## src/rtl/i2c_reg_slave_if.sv

```systemverilog
// i2c_reg_slave_if: bus and write-notification signals of the I2C register slave.
//   scl_in/sda_in : raw bus levels seen by the slave (asynchronous to clk)
//   sda_oe        : open-drain enable from the slave (1 = pull SDA low)
//   wr_valid      : one-clk pulse when a written byte is committed
//   wr_addr       : register index of the committed byte
//   wr_data       : committed byte
//   busy          : transfer addressed to this slave in progress
interface i2c_reg_slave_if #(
  parameter int unsigned REG_AW = 3
) ();
  logic              scl_in;
  logic              sda_in;
  logic              sda_oe;
  logic              wr_valid;
  logic [REG_AW-1:0] wr_addr;
  logic [7:0]        wr_data;
  logic              busy;

  modport master (
    output scl_in, sda_in,
    input  sda_oe, wr_valid, wr_addr, wr_data, busy
  );

  modport slave (
    input  scl_in, sda_in,
    output sda_oe, wr_valid, wr_addr, wr_data, busy
  );
endinterface

```

## src/rtl/i2c_reg_slave.sv

```systemverilog
// i2c_reg_slave: I2C slave exposing a small byte register file with an auto-incrementing pointer.
// A write transfer sets the pointer then writes bytes; a read transfer returns bytes from the
// pointer. SCL/SDA are oversampled on clk, so clk must run at least 16x the SCL rate.
//   clk : system clock, rising edge
//   rst : synchronous active-high reset
//   bus : i2c_reg_slave_if slave modport (SCL/SDA in, SDA pull-down enable, write notification)
module i2c_reg_slave #(
  parameter logic [6:0]  DEV_ADDR    = 7'd100,
  parameter int unsigned REG_AW      = 3,
  parameter int unsigned SYNC_STAGES = 2
) (
  input logic            clk,
  input logic            rst,
  i2c_reg_slave_if.slave bus
);
  localparam int unsigned Depth = 2 ** REG_AW;

  typedef enum logic [3:0] {
    StIdle, StDev, StDevAck, StPtr, StPtrAck, StWdat, StWdatAck, StRdat, StRdatAck, StWaitStop
  } state_e;

  // Synchronisers, preset to the idle bus level.
  logic [SYNC_STAGES-1:0] scl_sync_q, sda_sync_q;
  logic                   scl_prev_q, sda_prev_q;
  logic                   scl_s, sda_s;

  always_ff @(posedge clk) begin
    if (rst) begin
      scl_sync_q <= '1;
      sda_sync_q <= '1;
      scl_prev_q <= 1'b1;
      sda_prev_q <= 1'b1;
    end else begin
      scl_sync_q <= {scl_sync_q[SYNC_STAGES-2:0], bus.scl_in};
      sda_sync_q <= {sda_sync_q[SYNC_STAGES-2:0], bus.sda_in};
      scl_prev_q <= scl_s;
      sda_prev_q <= sda_s;
    end
  end

  assign scl_s = scl_sync_q[SYNC_STAGES-1];
  assign sda_s = sda_sync_q[SYNC_STAGES-1];

  logic scl_rise, scl_fall, start_det, stop_det;
  assign scl_rise  = scl_s & ~scl_prev_q;
  assign scl_fall  = ~scl_s & scl_prev_q;
  // SDA edges only count as conditions while SCL was high on both samples.
  assign start_det = scl_s & scl_prev_q & sda_prev_q & ~sda_s;
  assign stop_det  = scl_s & scl_prev_q & ~sda_prev_q & sda_s;

  state_e            state_q;
  logic [2:0]        bit_cnt_q;
  logic [7:0]        shift_q;
  logic [REG_AW-1:0] ptr_q;
  logic              rw_q;
  logic              ninth_q;  // ninth SCL rise of an ACK slot already seen
  logic              sda_oe_q, wr_valid_q, busy_q;
  logic [REG_AW-1:0] wr_addr_q;
  logic [7:0]        wr_data_q;
  logic [7:0]        regs_q [Depth];

  logic [7:0] rx_byte;
  logic       last_bit;
  assign rx_byte  = {shift_q[6:0], sda_s};
  assign last_bit = (bit_cnt_q == 3'd0);

  always_ff @(posedge clk) begin
    if (rst) begin
      state_q    <= StIdle;
      bit_cnt_q  <= 3'd7;
      shift_q    <= 8'h00;
      ptr_q      <= '0;
      rw_q       <= 1'b0;
      ninth_q    <= 1'b0;
      sda_oe_q   <= 1'b0;
      wr_valid_q <= 1'b0;
      busy_q     <= 1'b0;
      wr_addr_q  <= '0;
      wr_data_q  <= 8'h00;
      for (int unsigned i = 0; i < Depth; i++) regs_q[i] <= 8'h00;
    end else begin
      wr_valid_q <= 1'b0;
      // Commit is independent of START/STOP so a coincident condition cannot drop it.
      if (state_q == StWdat && scl_rise && last_bit) begin
        regs_q[ptr_q] <= rx_byte;
        wr_valid_q    <= 1'b1;
        wr_addr_q     <= ptr_q;
        wr_data_q     <= rx_byte;
      end

      if (start_det) begin
        state_q   <= StDev;
        bit_cnt_q <= 3'd7;
        ninth_q   <= 1'b0;
        sda_oe_q  <= 1'b0;
      end else if (stop_det) begin
        state_q   <= StIdle;
        bit_cnt_q <= 3'd7;
        ninth_q   <= 1'b0;
        sda_oe_q  <= 1'b0;
        busy_q    <= 1'b0;
      end else begin
        unique case (state_q)
          StDev, StPtr, StWdat: begin
            if (scl_rise) begin
              shift_q <= rx_byte;
              if (!last_bit) begin
                bit_cnt_q <= bit_cnt_q - 3'd1;
              end else begin
                bit_cnt_q <= 3'd7;
                if (state_q == StDev) begin
                  if (rx_byte[7:1] == DEV_ADDR) begin
                    state_q <= StDevAck;
                    rw_q    <= rx_byte[0];
                    busy_q  <= 1'b1;
                  end else begin
                    state_q <= StWaitStop;
                    busy_q  <= 1'b0;
                  end
                end else if (state_q == StPtr) begin
                  ptr_q   <= rx_byte[REG_AW-1:0];
                  state_q <= StPtrAck;
                end else begin
                  ptr_q   <= ptr_q + REG_AW'(1);
                  state_q <= StWdatAck;
                end
              end
            end
          end
          StDevAck, StPtrAck, StWdatAck: begin
            if (scl_rise) begin
              ninth_q <= 1'b1;
            end else if (scl_fall) begin
              if (!ninth_q) begin
                sda_oe_q <= 1'b1;
              end else begin
                ninth_q   <= 1'b0;
                bit_cnt_q <= 3'd7;
                if (state_q == StDevAck && rw_q) begin
                  shift_q  <= regs_q[ptr_q];
                  sda_oe_q <= ~regs_q[ptr_q][7];
                  state_q  <= StRdat;
                end else begin
                  sda_oe_q <= 1'b0;
                  state_q  <= (state_q == StDevAck) ? StPtr : StWdat;
                end
              end
            end
          end
          StRdat: begin
            if (scl_rise) begin
              if (last_bit) begin
                state_q <= StRdatAck;
                ninth_q <= 1'b0;
              end else begin
                bit_cnt_q <= bit_cnt_q - 3'd1;
                shift_q   <= {shift_q[6:0], 1'b0};
              end
            end else if (scl_fall) begin
              sda_oe_q <= ~shift_q[7];
            end
          end
          StRdatAck: begin
            if (scl_rise) begin
              if (!sda_s) begin
                ninth_q <= 1'b1;
                ptr_q   <= ptr_q + REG_AW'(1);
              end else begin
                sda_oe_q <= 1'b0;
                state_q  <= StWaitStop;
              end
            end else if (scl_fall) begin
              if (!ninth_q) begin
                sda_oe_q <= 1'b0;
              end else begin
                ninth_q   <= 1'b0;
                bit_cnt_q <= 3'd7;
                shift_q   <= regs_q[ptr_q];
                sda_oe_q  <= ~regs_q[ptr_q][7];
                state_q   <= StRdat;
              end
            end
          end
          StIdle, StWaitStop: begin
            sda_oe_q <= 1'b0;
          end
          default: begin
            state_q  <= StIdle;
            sda_oe_q <= 1'b0;
          end
        endcase
      end
    end
  end

  assign bus.sda_oe   = sda_oe_q;
  assign bus.wr_valid = wr_valid_q;
  assign bus.wr_addr  = wr_addr_q;
  assign bus.wr_data  = wr_data_q;
  assign bus.busy     = busy_q;
endmodule

```

## src/flat_wrapper.sv

```systemverilog
// flat-port wrapper written by rule: the top's interface ports become plain ports
module i2c_reg_slave_flat 
#(
  parameter logic [6:0]  DEV_ADDR    = 7'd100,
  parameter int unsigned REG_AW      = 3,
  parameter int unsigned SYNC_STAGES = 2
)
  (clk, rst, bus_scl_in, bus_sda_in, bus_sda_oe, bus_wr_valid, bus_wr_addr, bus_wr_data, bus_busy);
  i2c_reg_slave_if #(.REG_AW(REG_AW)) bus_i ();
  input logic clk;
  input logic rst;
  input wire logic [$bits(bus_i.scl_in)-1:0] bus_scl_in;
  input wire logic [$bits(bus_i.sda_in)-1:0] bus_sda_in;
  output wire logic [$bits(bus_i.sda_oe)-1:0] bus_sda_oe;
  output wire logic [$bits(bus_i.wr_valid)-1:0] bus_wr_valid;
  output wire logic [$bits(bus_i.wr_addr)-1:0] bus_wr_addr;
  output wire logic [$bits(bus_i.wr_data)-1:0] bus_wr_data;
  output wire logic [$bits(bus_i.busy)-1:0] bus_busy;
  assign bus_i.scl_in = bus_scl_in;
  assign bus_i.sda_in = bus_sda_in;
  assign bus_sda_oe = bus_i.sda_oe;
  assign bus_wr_valid = bus_i.wr_valid;
  assign bus_wr_addr = bus_i.wr_addr;
  assign bus_wr_data = bus_i.wr_data;
  assign bus_busy = bus_i.busy;
  i2c_reg_slave #(.DEV_ADDR(DEV_ADDR), .REG_AW(REG_AW), .SYNC_STAGES(SYNC_STAGES)) u_core (.clk(clk), .rst(rst), .bus(bus_i));
endmodule
```

## config.mk

```make
export PLATFORM = sky130hd
export DESIGN_NAME = i2c_reg_slave_flat
export DESIGN_NICKNAME = d
export VERILOG_FILES = /design/src/rtl/i2c_reg_slave_if.sv /design/src/rtl/i2c_reg_slave.sv /design/src/flat_wrapper.sv
export SDC_FILE = /design/constraint.sdc
export NUM_CORES = 1
export LEC_CHECK = 0
export CORE_AREA = 2 2 95 106
export DETAILED_ROUTE_END_ITERATION = 12
export DIE_AREA = 0 0 97 108
export HOLD_SLACK_MARGIN = 0.12
export PLACE_DENSITY_LB_ADDON = 0.15
export SLEW_MARGIN = 40
export SYNTH_ARGS = -nofsm -noshare
export SYNTH_HDL_FRONTEND = slang
export SYNTH_SLANG_ARGS = --single-unit
```

## constraint.sdc

```tcl
create_clock -name clk -period 2.65 [get_ports clk]
set_input_delay 0.53 -clock clk [delete_from_list [all_inputs] [get_ports clk]]
set_output_delay 0.53 -clock clk [all_outputs]
set_load 0.01 [all_outputs]
```

==> reports/qor.csv, run 1 <==
stage,metric,value,unit
critical_path,crit start category,flip-flop,
die,num tapcells,117,
critical_path,crit path DRT,2.72,ns
timing,"Min Clock Period, post-route",2.41,ns
worst_hold_path,WHS Endpoint,u_core.sda_sync_q[1]$_SDFF_PP1_,
critical_path,worst r2r dst,u_core.regs_q[4][1]$_SDFFCE_PN0P_,
global_routing,initial antenna violation count,0,
power,switching part of the total power,22.3,%
synthesis,Post-Synth XOR/XNOR Area,0.173,%
synthesis,Post-synth EDFFs,64,
power,P_int,2.27,mW
drt,1st-pass router iterations,5,
place,I/O Buffers,17,
cells_and_area,number of antenna cells inserted,0,
die,Die Width,97,um
drt,WL per Instance,20.0,um
cells_and_area,Area Overhead vs Synth,11.2,%
synthesis,simple share,20.0,%
critical_path,CP Depth,6,
synthesis,yosys stat area,0.00506,mm2
place,Post-DP HPWL,8300,um
cells_and_area,inverters,9,
clocking,Post-CTS Setup Bufs,0,
power,top power group,registers,
cells_and_area,"Net count, final",484,
critical_path,crit path max-delay cell type,dfxtp_1,
cells_and_area,flop count,107,
critical_path,CP max FO,13,
critical_path,Arrival @ worst endpoint,2.48,ns
clocking,# hold bufs at CTS,0,
synthesis,"count leader, synth",edfxtp_1,
clocking,CTS resizes,0,
drt,top layer in use,met4,
global_routing,first-pass GRT wire length,19500,um
cells_and_area,"Most flops, register",u_core.regs_q,
synthesis,adder-cell share of the synthesized area,0.741,%
critical_path,CP Capture Type,flip-flop,
timing,Final Hold Viols,0,
drt,Post-route DRC,0,
synthesis,Synth top cells by count,"64 x edfxtp_1, 53 x and2_1, 43 x dfxtp_1, 41 x nand2_1, 30 x a21oi_1",
outcome,status,"complete, no violations",
### Sizing map, run 1

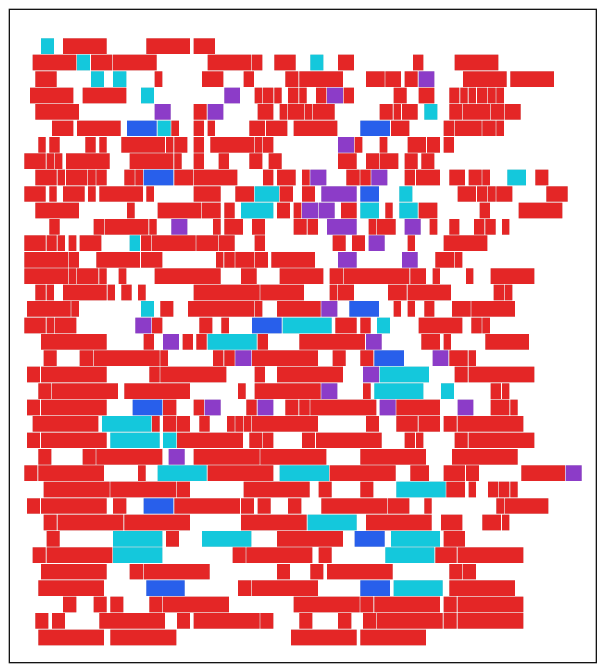
Purple marks x3 and x4, cells 31. Red marks x1 and smaller, cells 404. Cyan marks x2, cells 35. Blue marks x6 and larger, cells 12.
Non-clk bufs: 45
Setup WS post-layout: 0.244 ns
final instance area: 0.00563 mm2

### Cell classes on the final placement, run 1

The bar under the picture is 20 um long.
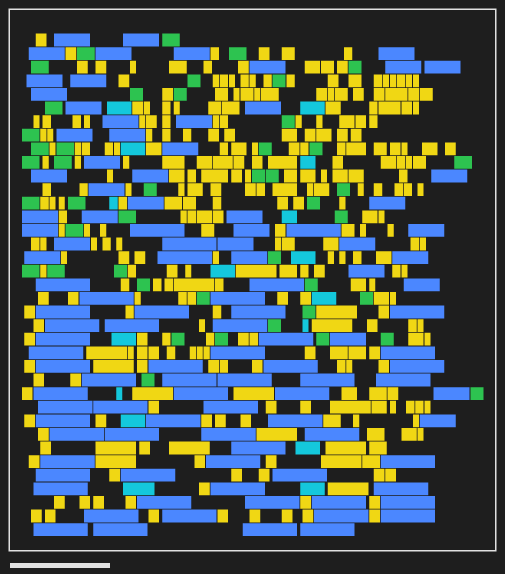
Green marks remaining buffers and delay cells, cells 45. Blue marks registers, cells 107. Cyan marks clock drivers and dummy loads, cells 16. Yellow marks remaining logic cells, cells 314.
core area: 0.00931 mm2
Util after Layout: 60.5%
flop share of the area: 49.4%
Std-Cell Rows: 37

### Signal wires on met1, run 1

Supply wires on this layer in grey.
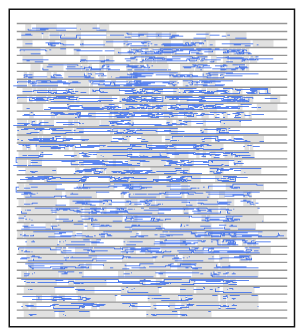
The layer carries 5,420 um of wire. The wires run mostly horizontal. The layer holds 45% of the routed length. The longest straight run is 38.0 um.
met1 track demand over resource: 35.0%
DRT Wirelength: 12,000 um
DR vias: 3,632

### Routed clock nets over the placement, run 1

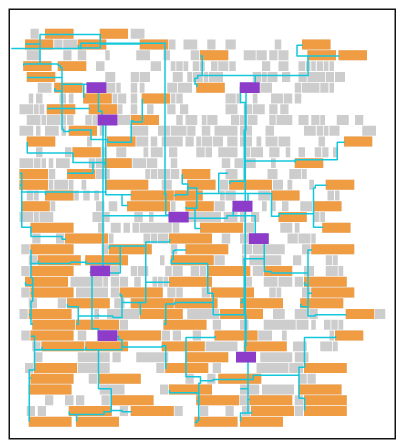

--- run 2 (diff from run 1) ---
- MAX_ROUTING_LAYER: default -> met4
### Routed clock nets over the placement, run 2

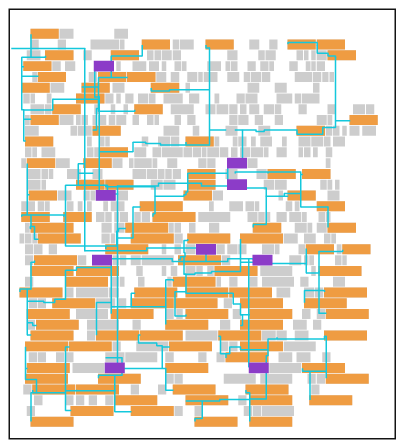
Orange marks flip-flops, count 107. Cyan marks clock wires, length 1,270 um. Purple marks clock-net drivers, count 9.
Position of the flops: widely spread.
Worst-Skew Late Latency: 0.38 ns
skew final: 0.0121 ns
Clock group: 0.975 mW
Clk pwr share: 33.4%

==> run 2 against run 1 <==
Compared with the run above: sequential share of layout area is 0.13 points lower; die size stayed put; core utilization is 0.16 points higher; clock-buffer cell count is 1 higher; critical path depth is 1 higher; highest routed layer unchanged.
==> reports/qor.csv, run 2 <==
stage,metric,value,unit,change
die,core area,0.00931,mm2,unchanged
timing,Final Hold Viols,0,,unchanged
die,Std-Cell Rows,37,,unchanged
global_routing,initial antenna violation count,0,,unchanged
critical_path,crit path DRT,2.73,ns,about the same
cells_and_area,Area Overhead vs Synth,11.5,%,
power,top power group,registers,,
drt,DRT Wirelength,11900,um,-0.30%
synthesis,"Seq share, synth",55.0,%,
synthesis,Synth top cells by count,"64 x edfxtp_1, 53 x and2_1, 43 x dfxtp_1, 41 x nand2_1, 30 x a21oi_1",,
timing,# setup viols final,0,,
drt,WL per Instance,19.9,um,-0.30%
outcome,status,"complete, no violations",,
worst_hold_path,WHS Endpoint,u_core.scl_sync_q[1]$_SDFF_PP1_,,
die,Die Width,97,um,unchanged
clocking,# hold bufs at CTS,0,,unchanged
drt,top layer in use,met4,,
cells_and_area,inverters,9,,unchanged
global_routing,first-pass GRT wire length,19100,um,-2.0%
critical_path,worst r2r dst,u_core.regs_q[0][5]$_SDFFCE_PN0P_,,
cells_and_area,Top cell excl fill/tap,edfxtp_1,,
cells_and_area,final instance area,0.00565,mm2,+0.27%
cells_and_area,Non-clk bufs,45,,unchanged
power,switching part of the total power,22.8,%,+0.44 points
cells_and_area,Util after Layout,60.7,%,+0.16 points
cells_and_area,flop count,107,,unchanged
global_routing,met1 track demand over resource,35.8,%,+0.79 points
die,num tapcells,117,,unchanged
drt,1st-pass router iterations,8,,+3
power,P_int,2.25,mW,-0.61%
critical_path,crit start category,flip-flop,,
critical_path,Arrival @ worst endpoint,2.56,ns,+0.08 ns
critical_path,CP Capture Type,flip-flop,,
place,I/O Buffers,17,,unchanged
synthesis,simple share,20.0,%,unchanged
synthesis,adder-cell share of the synthesized area,0.741,%,unchanged
cells_and_area,register area,0.00278,mm2,
critical_path,CP max FO,8,,-5
cells_and_area,Layout clock buffers,12,,
critical_path,crit path max-delay cell type,or3_1,,
synthesis,Post-synth EDFFs,64,,unchanged
cells_and_area,"Net count, final",484,,unchanged
cells_and_area,flop share of the area,49.3,%,-0.13 points
synthesis,Post-Synth XOR/XNOR Area,0.173,%,unchanged
cells_and_area,number of antenna cells inserted,0,,unchanged
synthesis,yosys stat area,0.00506,mm2,unchanged
critical_path,Slowest Stage Delay on Critical Path,0.44,ns,
No activity file was given, so power comes from the tool's default toggle rates.
